$ cat config.mk
export PLATFORM = sky130hd
export DESIGN_NAME = display_scan_ctrl
export DESIGN_NICKNAME = d
export VERILOG_FILES = /design/src/rtl/display_scan_ctrl_pkg.sv /design/src/rtl/display_scan_ctrl_tick.sv /design/src/rtl/display_scan_ctrl.sv
export SDC_FILE = /design/constraint.sdc
export NUM_CORES = 1
export LEC_CHECK = 0
export CORE_UTILIZATION = 43
export CTS_BUF_LIST = sky130_fd_sc_hd__clkbuf_16
export DETAILED_ROUTE_END_ITERATION = 16
export PLACE_DENSITY = 0.75
export RECOVER_POWER = 100
export SLEW_MARGIN = 20
export SYNTH_ARGS = -nofsm -noshare
export SYNTH_HDL_FRONTEND = slang
export SYNTH_HIERARCHICAL = 1
export SYNTH_SLANG_ARGS = --single-unit
$ cat constraint.sdc
create_clock -name clk_in -period 2.1 [get_ports clk_in]
set_input_delay 0.315 -clock clk_in [delete_from_list [all_inputs] [get_ports clk_in]]
set_output_delay 0.315 -clock clk_in [all_outputs]
set_load 0.05 [all_outputs]
$ cat src/rtl/display_scan_ctrl_pkg.sv
// rtl/display_scan_ctrl_pkg.sv - shared types, constants and hex decode for display blocks
//
// Purpose : scan FSM state type, blanking constants, and the hex-to-segment
//           decoder shared by the seven-segment display blocks.
// Contents: scan_state_t, SEG_BLANK, AN_OFF, hex_to_seg()
package display_scan_ctrl_pkg;

  typedef enum logic [1:0] {
    ST_IDLE  = 2'd0,
    ST_BLANK = 2'd1,
    ST_DRIVE = 2'd2
  } scan_state_t;

  // Active-low: all segments dark, all anodes off.
  localparam logic [6:0] SEG_BLANK = 7'h7F;
  localparam logic [3:0] AN_OFF    = 4'hF;

  // Segment order {g,f,e,d,c,b,a}, active-low.
  function automatic logic [6:0] hex_to_seg(input logic [3:0] nib);
    logic [6:0] s;
    case (nib)
      4'h0:    s = 7'b1000000;
      4'h1:    s = 7'b1111001;
      4'h2:    s = 7'b0100100;
      4'h3:    s = 7'b0110000;
      4'h4:    s = 7'b0011001;
      4'h5:    s = 7'b0010010;
      4'h6:    s = 7'b0000010;
      4'h7:    s = 7'b1111000;
      4'h8:    s = 7'b0000000;
      4'h9:    s = 7'b0010000;
      4'hA:    s = 7'b0001000;
      4'hB:    s = 7'b0000011;
      4'hC:    s = 7'b1000110;
      4'hD:    s = 7'b0100001;
      4'hE:    s = 7'b0000110;
      default: s = 7'b0001110;
    endcase
    return s;
  endfunction

endpackage

$ cat src/rtl/display_scan_ctrl_tick.sv
// rtl/display_scan_ctrl_tick.sv - scan-rate divider producing the per-digit dwell tick
//
// Purpose: free-running 0..DIV-1 counter; tick is high for the one cycle
//          the count sits at DIV-1 while enabled.
// Ports  : clk_in (clock), rst (sync active-low reset), clr (sync clear),
//          en (count enable), tick (dwell tick, one cycle per DIV)
module scan_tick_gen #(
  parameter int DIV = 100000
) (
  input  logic clk_in,
  input  logic rst,
  input  logic clr,
  input  logic en,
  output logic tick
);

  // At least 17 bits so the board configuration (DIV=100000) always fits.
  localparam int CW = ($clog2(DIV) > 17) ? $clog2(DIV) : 17;
  localparam logic [CW-1:0] LAST = CW'(DIV - 1);

  logic [CW-1:0] count;

  always_ff @(posedge clk_in) begin
    if (!rst) begin
      count <= '0;
    end else if (clr) begin
      count <= '0;
    end else if (en) begin
      count <= (count == LAST) ? '0 : count + CW'(1);
    end
  end

  assign tick = en && !clr && (count == LAST);

endmodule

$ cat src/rtl/display_scan_ctrl.sv
// rtl/display_scan_ctrl.sv - 4-digit common-anode seven-segment scan controller
//
// Purpose: time-multiplexes four hex digits onto one seven-segment display,
//          inserting an all-off blanking gap before every digit to avoid ghosting.
// Ports  : clk_in (board clock), rst (sync active-low reset), en (display enable),
//          hex_in (four nibbles, digit 0 rightmost), dp_in (decimal points, 1=lit),
//          digit_en (per-digit show mask), an/seg/dp (active-low display pins,
//          registered), active_digit (digit slot currently scheduled)
module display_scan_ctrl
  import display_scan_ctrl_pkg::*;
#(
  parameter int CLK_HZ       = 50000000,
  parameter int SCAN_HZ      = 500,
  parameter int BLANK_CYCLES = 16
) (
  input  logic        clk_in,
  input  logic        rst,
  input  logic        en,
  input  logic [15:0] hex_in,
  input  logic [3:0]  dp_in,
  input  logic [3:0]  digit_en,
  output logic [3:0]  an,
  output logic [6:0]  seg,
  output logic        dp,
  output logic [1:0]  active_digit
);

  localparam int DIV = CLK_HZ / SCAN_HZ;
  localparam int BW  = (BLANK_CYCLES > 1) ? $clog2(BLANK_CYCLES) : 1;
  localparam logic [BW-1:0] BLANK_LAST = BW'(BLANK_CYCLES - 1);

  scan_state_t   state;
  logic [BW-1:0] blank_cnt;
  logic          tick;
  logic          div_run;

  // The divider only runs while scanning; it is held cleared in IDLE so the
  // first slot after enable/reset is a full DIV cycles long.
  assign div_run = en && (state != ST_IDLE);

  scan_tick_gen #(
    .DIV (DIV)
  ) u_tick (
    .clk_in (clk_in),
    .rst    (rst),
    .clr    (!div_run),
    .en     (div_run),
    .tick   (tick)
  );

  always_ff @(posedge clk_in) begin
    if (!rst || !en) begin
      state        <= ST_IDLE;
      blank_cnt    <= '0;
      active_digit <= '0;
      an           <= AN_OFF;
      seg          <= SEG_BLANK;
      dp           <= 1'b1;
    end else begin
      case (state)
        ST_IDLE: begin
          state        <= ST_BLANK;
          blank_cnt    <= '0;
          active_digit <= '0;
        end
        ST_BLANK: begin
          if (blank_cnt == BLANK_LAST) begin
            // The output registers are the snapshot: inputs are sampled once
            // here and held for the whole drive phase, so no mid-dwell tearing.
            state     <= ST_DRIVE;
            blank_cnt <= '0;
            an        <= digit_en[active_digit] ? ~(4'b0001 << active_digit) : AN_OFF;
            seg       <= hex_to_seg(hex_in[{active_digit, 2'b00} +: 4]);
            dp        <= ~dp_in[active_digit];
          end else begin
            blank_cnt <= blank_cnt + BW'(1);
          end
        end
        ST_DRIVE: begin
          // Masked digits still occupy their slot to keep brightness uniform.
          if (tick) begin
            state        <= ST_BLANK;
            active_digit <= active_digit + 2'd1;
            an           <= AN_OFF;
            seg          <= SEG_BLANK;
            dp           <= 1'b1;
          end
        end
        default: state <= ST_IDLE;
      endcase
    end
  end

endmodule

Figure 1. Metal layers overlaid.
Bar = 20 microns. Only two layers are drawn.
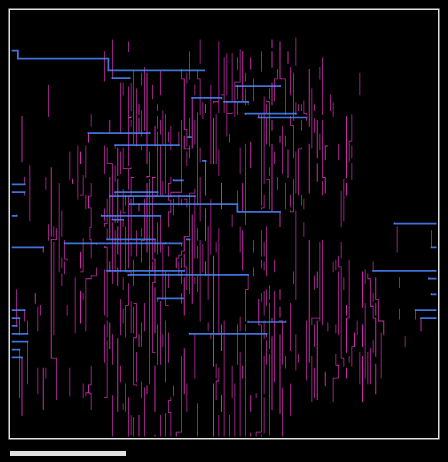
[met3] blue | wire length: 294 microns
[met2] magenta | wire length: 2430 microns
detailed-route via count: 2019
post-DR wirelength/cell: 13.9 microns
gr usage total: 21.3%
final routed wirelength across all metal layers: 5190 microns

Figure 2. Where the registers sit.
Bar = 20 microns. Other sequential cells in the stronger gray, the rest of the logic in the fainter gray.
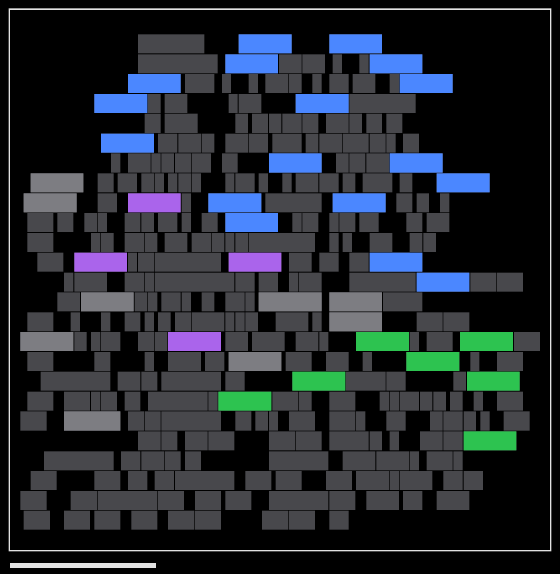
[`blank_cnt`] purple | placed flops: 4
[`seg`] green | placed flops: 7
[`u_tick/count`] blue | placed flops: 17
not colored: 9

Figure 3. Clock routing.
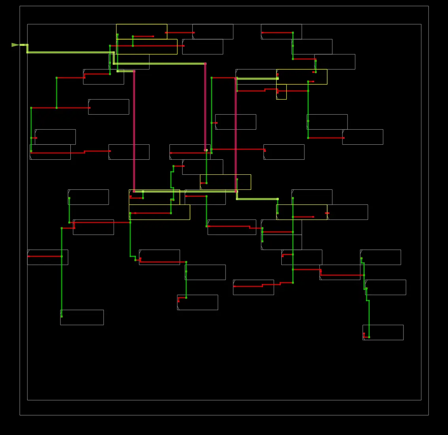
later-pin clock latency in the skew report: 0.28 ns
power in the clock group: 0.967 mW

Figure 4. Routed clock nets over the placement.
Bar = 20 microns.
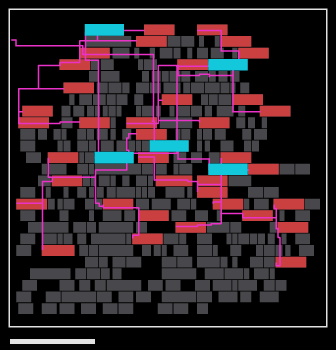
[clock wires] magenta | length: 502 microns
[cells driving clock nets] cyan | count: 5
[flip-flops] red | count: 37
routed clock nets: 6
setup clock skew after layout: 0.00541 ns
part of the total power dissipated in the clock network: 52.4%

Figure 5. Cell classes on the final placement.
Fill, decap, tap and diode cells in gray.
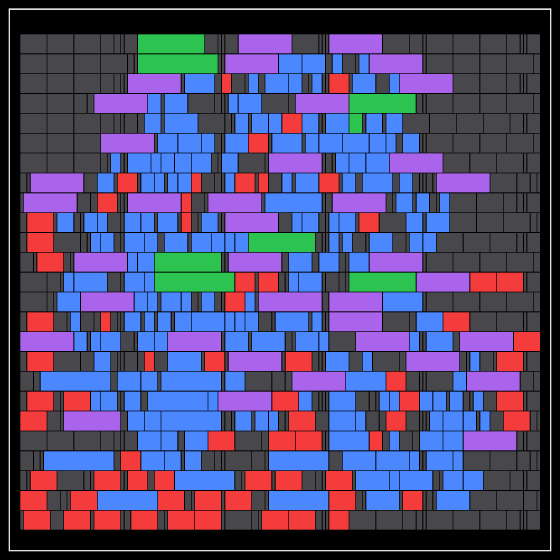
[other buffers and delay cells] red | cells: 68
[flops] purple | cells: 37
[clock drivers and dummy loads] green | cells: 8
[all other logic] blue | cells: 193
utilization of the core after routing: 62.6%
proportion of cell area occupied by registers: 24.6%
Core Region: 4850 sq um

==> notes.md <==
Results of the implementation run.

The worst setup path is of the flop to flop kind. The headroom to the max-slew limit is 64.1%. Per the timing report, the most critical flop-to-flop path finishes at seg[3]. The global placer's final weighted congestion came out at 0.830. Per the post-synthesis report, the number of cells in the design is 239. In this run the core area contains 25 standard-cell rows. The net switching power in the latest report is 0.360 mW. By area the synthesized netlist is led by dfxtp_1, mux4_2, ha_1. Among logic cells in the layout, the one with the most instances is dfxtp_1.

The endpoint arrival time on the critical path is 2.20 ns. Per the synth stats, the flop cell with the highest instance count is dfxtp_1. The area share of the largest cell type after synthesis came out at 33.2%. The cell at the root of the clock tree is clkbuf_16.

TritonCTS built the clock tree. The floorplan utilization is 46.0%. The detailed-route vias per instance is 5.41. Counting pins that exceed their max-slew limit in the final report gives 0.

The number of instances on the worst hold path is 2. The OpenROAD warning count came out at 34. Counting I/O delays and the setup requirement, the final critical path takes 1.97 ns.

The number of search-and-repair iterations in the first detailed-routing pass came out at 4. After filler insertion, the fill cell instance count of the layout stands at 425. The number of H-tree levels is 2. The cell area after layout came out at 3030 sq um. The internal power of the cells came out at 1.49 mW.

The switching power share of the total came out at 19.5%. The number of buffers added on ports is 40. The combinational share of power came out at 9.5%. At the pin with the least slew margin, the transition time is 0.537 ns.

Of the available clock period, the critical path in the final layout requires 93.8%. The first global-routing pass estimated 8950 microns of wire. The count of max-cap constraint violations came out at 0. The number of buffers between clock root and the deepest sink is 2. The run finished with clean final reports. The synthesis-stage register bit count came out at 37.

The largest fanout on the critical path came out at 12. The Yosys chip area came out at 2230 sq um.
metal layers:
layer | share of wire, % | track usage (%) | vias to the layer above
li1 | - | - | 999
met1 | 46 | 27.7 | 946
met4 | 1.8 | 7.91 | 0
met5 | 0 | 0 | -
met2 | 47 | 34.9 | 64
met3 | 5.6 | 4.47 | 10
how the worst max path moves through the flow:
stage	from	end
2_1_floorplan	active_digit[0]	seg[3]
3_5_place_dp	hex_in[12]	seg[3]
5_1_grt	active_digit[0]	seg[4]
3_3_place_gp	hex_in[12]	seg[3]
6_report	active_digit[0]	seg[3]
4_1_cts	active_digit[0]	seg[3]
cell type report:
class                   count  area (sq um)  share of cell area, %
multi-input cells         181          1390                   45.7
flip-flops and latches     37           746                   24.6
repair buffers             68           582                   19.2
clock buffers               5           125                   4.12
well taps                  67          83.8                   2.76
clock inverters             3          65.1                   2.14
inverters                  12          45.0                   1.48
power by group through the flow:
stage | logic (mW) | clock network [mW] | registers, mW
after floorplan | 0.0828 | 0 | 0.719
after global placement | 0.172 | 0 | 0.719
after detailed placement | 0.177 | 0 | 0.719
after CTS | 0.179 | 0.978 | 0.704
after global routing | 0.189 | 1.01 | 0.704
final | 0.175 | 0.967 | 0.704
metrics by stage:
| step | std cells | power (mW) | setup WS (ns) |
|---|---|---|---|
| 5_1_grt | 373 | 1.90 | 0.0429 |
| 4_1_cts | 373 | 1.86 | 0.104 |
| 6_report | 373 | 1.85 | 0.130 |
| 3_3_place_gp | 365 | 0.892 | -0.0390 |
| 2_1_floorplan | 239 | 0.801 | 0.0273 |
| 3_5_place_dp | 365 | 0.896 | -0.0832 |
worst max-delay path, stage by stage, from the launching register on:
cell     delay (ns)
dfxtp_4        0.45
mux4_2         0.58
inv_2          0.11
ha_1           0.25
mux2_4         0.26
mux2i_1        0.13
o22a_2         0.14
cell usage after synthesis (all sizes together), types with 4 or more instances:
cell type   n
a21o        4
a21oi      18
and3        5
buf         4
clkbuf      5
dfxtp      37
ha         12
inv        12
mux4        9
nand2      12
nand3       8
nand4       6
nor2       26
nor2b      10
o21ai       8
o2bb2ai     4
or3         4
xnor2       9
xor2        7
logic make-up after synthesis:
group	share of synthesized area (%)
mux	12.1
simple gates	23.5
xor+xnor	6.29
fa+ha+maj	6.73
compound gates	13.8
flops	33.2
buf+inv	4.38
flip-flops by register name (all words and copies together), names as in the netlist:
register      flops
u_tick/count     17
seg               7
an                4
blank_cnt         4
active_digit      2
state             2
dp                1
Power and IR drop assume default switching activity.
